**src/rtl/lighthouse_pulse_decoder.sv**
```systemverilog
// Lighthouse v1 pulse decoder: sync/sweep classification and sweep timing.
// Optional glitch rejection of short pulses: define LH_GLITCH_FILTER_EN.
module lighthouse_pulse_decoder #(
    parameter int unsigned SYNC_BASE    = 1834,
    parameter int unsigned SYNC_STEP    = 333,
    parameter int unsigned SWEEP_MAX_W  = 1000,
    parameter int unsigned SWEEP_WINDOW = 266667,
    parameter int unsigned MIN_PULSE    = 4,
    parameter logic [19:0] TS_INIT      = '0
) (
    input  logic        clk,
    input  logic        reset_n,
    input  logic        envelope,
    output logic        sweep_valid,
    output logic [19:0] sweep_duration,
    output logic        sweep_axis,
    output logic        ootx_valid,
    output logic        ootx_bit,
    output logic        sync_skip
);

`ifdef LH_GLITCH_FILTER_EN
    localparam logic FILT_EN = 1'b1;
`else
    localparam logic FILT_EN = 1'b0;
`endif

    typedef enum logic {IDLE, ARMED} state_t;

    state_t      state_q;
    state_t      state_d;

    logic        env_m;
    logic        env_s;
    logic        env_d;
    logic [1:0]  warm;
    logic        live;
    logic        rise;
    logic        fall;

    logic [19:0] timestamp;
    logic [19:0] pulse_rise_ts;
    logic [19:0] prev_rise_ts;
    logic [19:0] ref_ts;
    logic        ref_axis;

    logic [11:0] width;
    logic [11:0] cls_w;
    logic        cls_pend;

    logic [31:0] wx;
    logic        is_sweep;
    logic        is_sync;
    logic        glitch;
    logic [2:0]  k;

    logic [19:0] age;
    logic [19:0] sw_off;
    logic        timeout;
    logic        armed;
    logic        ev_sync;
    logic        ev_sweep;
    logic        ld_ref;
    logic        emit_sw;
    logic        emit_ootx;

    // A pulse already high out of reset has no rising edge; wait for low.
    assign rise = live & env_s & ~env_d;
    assign fall = live & ~env_s & env_d;

    always_ff @(posedge clk) begin
        if (!reset_n) begin
            env_m     <= 1'b0;
            env_s     <= 1'b0;
            env_d     <= 1'b0;
            warm      <= 2'b00;
            live      <= 1'b0;
            timestamp <= TS_INIT;
            width     <= '0;
            cls_w     <= '0;
            cls_pend  <= 1'b0;
        end else begin
            env_m     <= envelope;
            env_s     <= env_m;
            env_d     <= env_s;
            warm      <= {warm[0], 1'b1};
            live      <= live | (warm[1] & ~env_s);
            timestamp <= timestamp + 20'd1;
            if (rise) begin
                width <= 12'd1;
            end else if (env_s && width != 12'hFFF) begin
                width <= width + 12'd1;
            end
            cls_pend <= fall;
            if (fall) begin
                cls_w <= width;
            end
        end
    end

    assign wx = 32'(cls_w);

    always_comb begin
        is_sweep = 1'b0;
        is_sync  = 1'b0;
        k        = 3'd0;
        glitch   = FILT_EN & (wx < MIN_PULSE);
        if (!glitch) begin
            if (wx < SWEEP_MAX_W) begin
                is_sweep = 1'b1;
            end else begin
                for (int unsigned i = 0; i < 8; i++) begin
                    if (wx >= SYNC_BASE + i * SYNC_STEP &&
                        wx < SYNC_BASE + (i + 1) * SYNC_STEP) begin
                        is_sync = 1'b1;
                        k       = 3'(i);
                    end
                end
            end
        end
    end

    assign age      = timestamp - ref_ts;
    assign sw_off   = pulse_rise_ts - ref_ts;
    assign timeout  = (state_q == ARMED) && (32'(age) > SWEEP_WINDOW);
    assign armed    = (state_q == ARMED) && !timeout;
    assign ev_sync  = cls_pend & is_sync;
    assign ev_sweep = cls_pend & is_sweep;

    // Timeout is resolved before the pending pulse is acted on.
    always_comb begin
        state_d   = timeout ? IDLE : state_q;
        ld_ref    = 1'b0;
        emit_sw   = 1'b0;
        emit_ootx = 1'b0;
        unique case (1'b1)
            ev_sync: begin
                emit_ootx = 1'b1;
                if (!k[2]) begin
                    ld_ref  = 1'b1;
                    state_d = ARMED;
                end
            end
            ev_sweep: begin
                if (armed) begin
                    state_d = IDLE;
                    emit_sw = (32'(sw_off) <= SWEEP_WINDOW);
                end
            end
            default: ;
        endcase
    end

    always_ff @(posedge clk) begin
        if (!reset_n) begin
            state_q <= IDLE;
        end else begin
            state_q <= state_d;
        end
    end

    always_ff @(posedge clk) begin
        if (!reset_n) begin
            pulse_rise_ts  <= '0;
            prev_rise_ts   <= '0;
            ref_ts         <= '0;
            ref_axis       <= 1'b0;
            sweep_valid    <= 1'b0;
            sweep_duration <= '0;
            sweep_axis     <= 1'b0;
            ootx_valid     <= 1'b0;
            ootx_bit       <= 1'b0;
            sync_skip      <= 1'b0;
        end else begin
            if (rise) begin
                prev_rise_ts  <= pulse_rise_ts;
                pulse_rise_ts <= timestamp;
            end else if (cls_pend && glitch) begin
                pulse_rise_ts <= prev_rise_ts;
            end
            if (ld_ref) begin
                ref_ts   <= pulse_rise_ts;
                ref_axis <= k[0];
            end
            sweep_valid <= emit_sw;
            if (emit_sw) begin
                sweep_duration <= sw_off + 20'(cls_w[11:1]);
                sweep_axis     <= ref_axis;
            end
            ootx_valid <= emit_ootx;
            if (emit_ootx) begin
                ootx_bit  <= k[1];
                sync_skip <= k[2];
            end
        end
    end

endmodule

```
**config.mk**
```make
export PLATFORM = sky130hd
export DESIGN_NAME = lighthouse_pulse_decoder
export DESIGN_NICKNAME = d
export VERILOG_FILES = /design/src/rtl/lighthouse_pulse_decoder.sv
export SDC_FILE = /design/constraint.sdc
export NUM_CORES = 1
export LEC_CHECK = 0
export CORE_MARGIN = 2
export CORE_UTILIZATION = 25
export DETAILED_ROUTE_END_ITERATION = 7
export PLACE_DENSITY = 0.37
export SLEW_MARGIN = 20
export SYNTH_ARGS = -nofsm -noshare
export SYNTH_HDL_FRONTEND = slang
export SYNTH_SLANG_ARGS = --single-unit
```
**constraint.sdc**
```tcl
create_clock -name clk -period 7.95 [get_ports clk]
set_input_delay 2.385 -clock clk [delete_from_list [all_inputs] [get_ports clk]]
set_output_delay 2.385 -clock clk [all_outputs]
set_load 0.03 [all_outputs]
```
Fig. 1: cell classes on the final placement
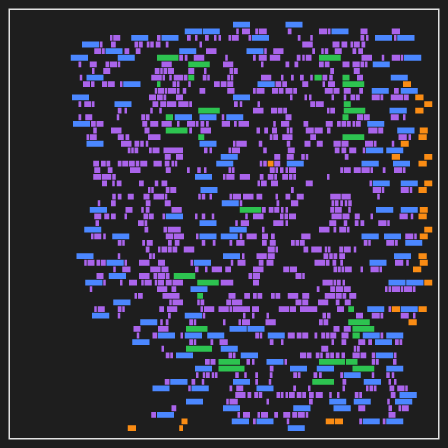
color	class	cells
blue	registers	118
orange	remaining buffers and delay cells	29
green	clock drivers and dummy loads	32
purple	remaining logic cells	772
share of the final layout cell area in sequential cells: 27.4%
Core Box Area: 28900 um2
area of all placed cells without fillers: 8640 um2

Fig. 2: cell density map
The die is cut into 18 by 18 equal tiles; black is low, pale yellow is high, 0 to 100% covered.
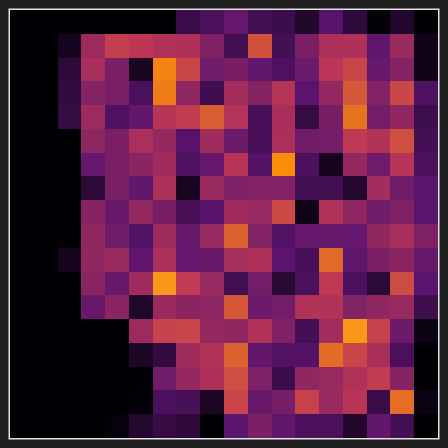
emptiest ninth of the die	south-west
mean over tiles	26%
fullest tile	78%
final cell utilization of the core: 29.8%
FP Core Util: 25.6%

Fig. 3: cell sizes after repair
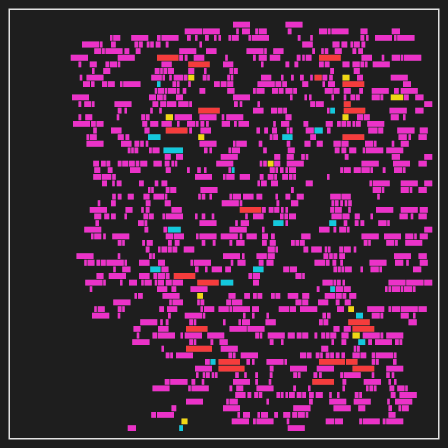
color	size	cells	share	most used
magenta	x1 and smaller	899	95%	nand2_1
cyan	x2	18	1.9%	a211oi_2
red	x6 and larger	23	2.4%	clkbuf_16
yellow	x3 and x4	11	1.2%	clkinvlp_4
Synth-to-Final Area Change: 16.7%
final setup slack of the worst path: 3.79 ns
Plain + repair buffers: 29

Fig. 4: sequential cells grouped by signal name
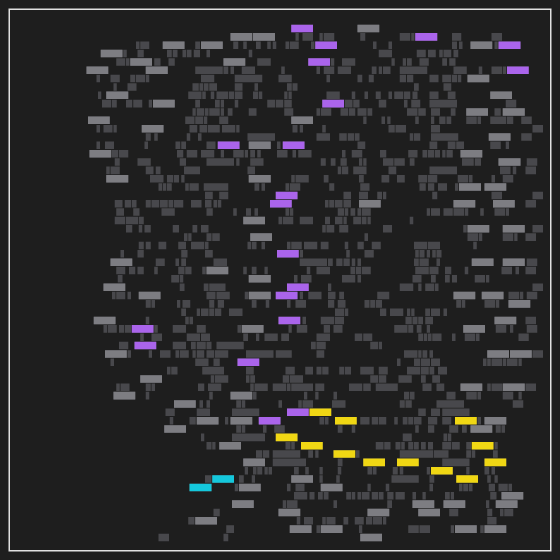
color	signal	placed flops
cyan	`warm`	2
purple	`ref_ts`	20
yellow	`cls_w`	12
Reg area: 2360 um2
sequential group power: 0.598 mW

==> run_summary.xml <==
<?xml version="1.0" encoding="UTF-8"?>
<metrics>
  <group name="critical_path">
    <metric name="timing.critical_path.arrival" unit="ns">4.52</metric>
    <metric name="critical_path_buf_inv_count" unit="">2</metric>
    <metric name="worst-r2r-cell-count" unit="">17</metric>
    <metric name="worst-path-max-fanout" unit="">4</metric>
    <metric name="criticalPathCategory" unit="">flip-flop to flip-flop</metric>
  </group>
  <group name="die">
    <metric name="fp.dieH" unit="um">176</metric>
    <metric name="chipArea" unit="um2">31000</metric>
  </group>
  <group name="final_timing">
    <metric name="fmax" unit="MHz">241</metric>
  </group>
  <group name="route">
    <metric name="post_drt_wl_per_cell" unit="um">15.1</metric>
    <metric name="num_vias" unit="">6279</metric>
  </group>
  <group name="yosys">
    <metric name="adder_share" unit="%">9.44</metric>
    <metric name="post_synth_mux_area_share" unit="%">6.36</metric>
    <metric name="synth_largest_type_area_fraction" unit="%">31.9</metric>
    <metric name="ys_seq_share" unit="%">31.9</metric>
  </group>
  <group name="hold_path">
    <metric name="hold_depth" unit="">1</metric>
  </group>
  <group name="clocking">
    <metric name="hold_buffers" unit="">0</metric>
    <metric name="clock_latency" unit="ns">0.43</metric>
  </group>
  <group name="run_status">
    <metric name="run_status" unit="">complete, no violations</metric>
  </group>
  <group name="power">
    <metric name="fin_total_pwr" unit="mW">1.47</metric>
  </group>
  <group name="job">
    <metric name="openroad.warnings" unit="">28</metric>
  </group>
  <group name="global_routing">
    <metric name="globalRouteMet3Util" unit="%">2.52</metric>
  </group>
</metrics>
Power is estimated from default activity; no workload was simulated.
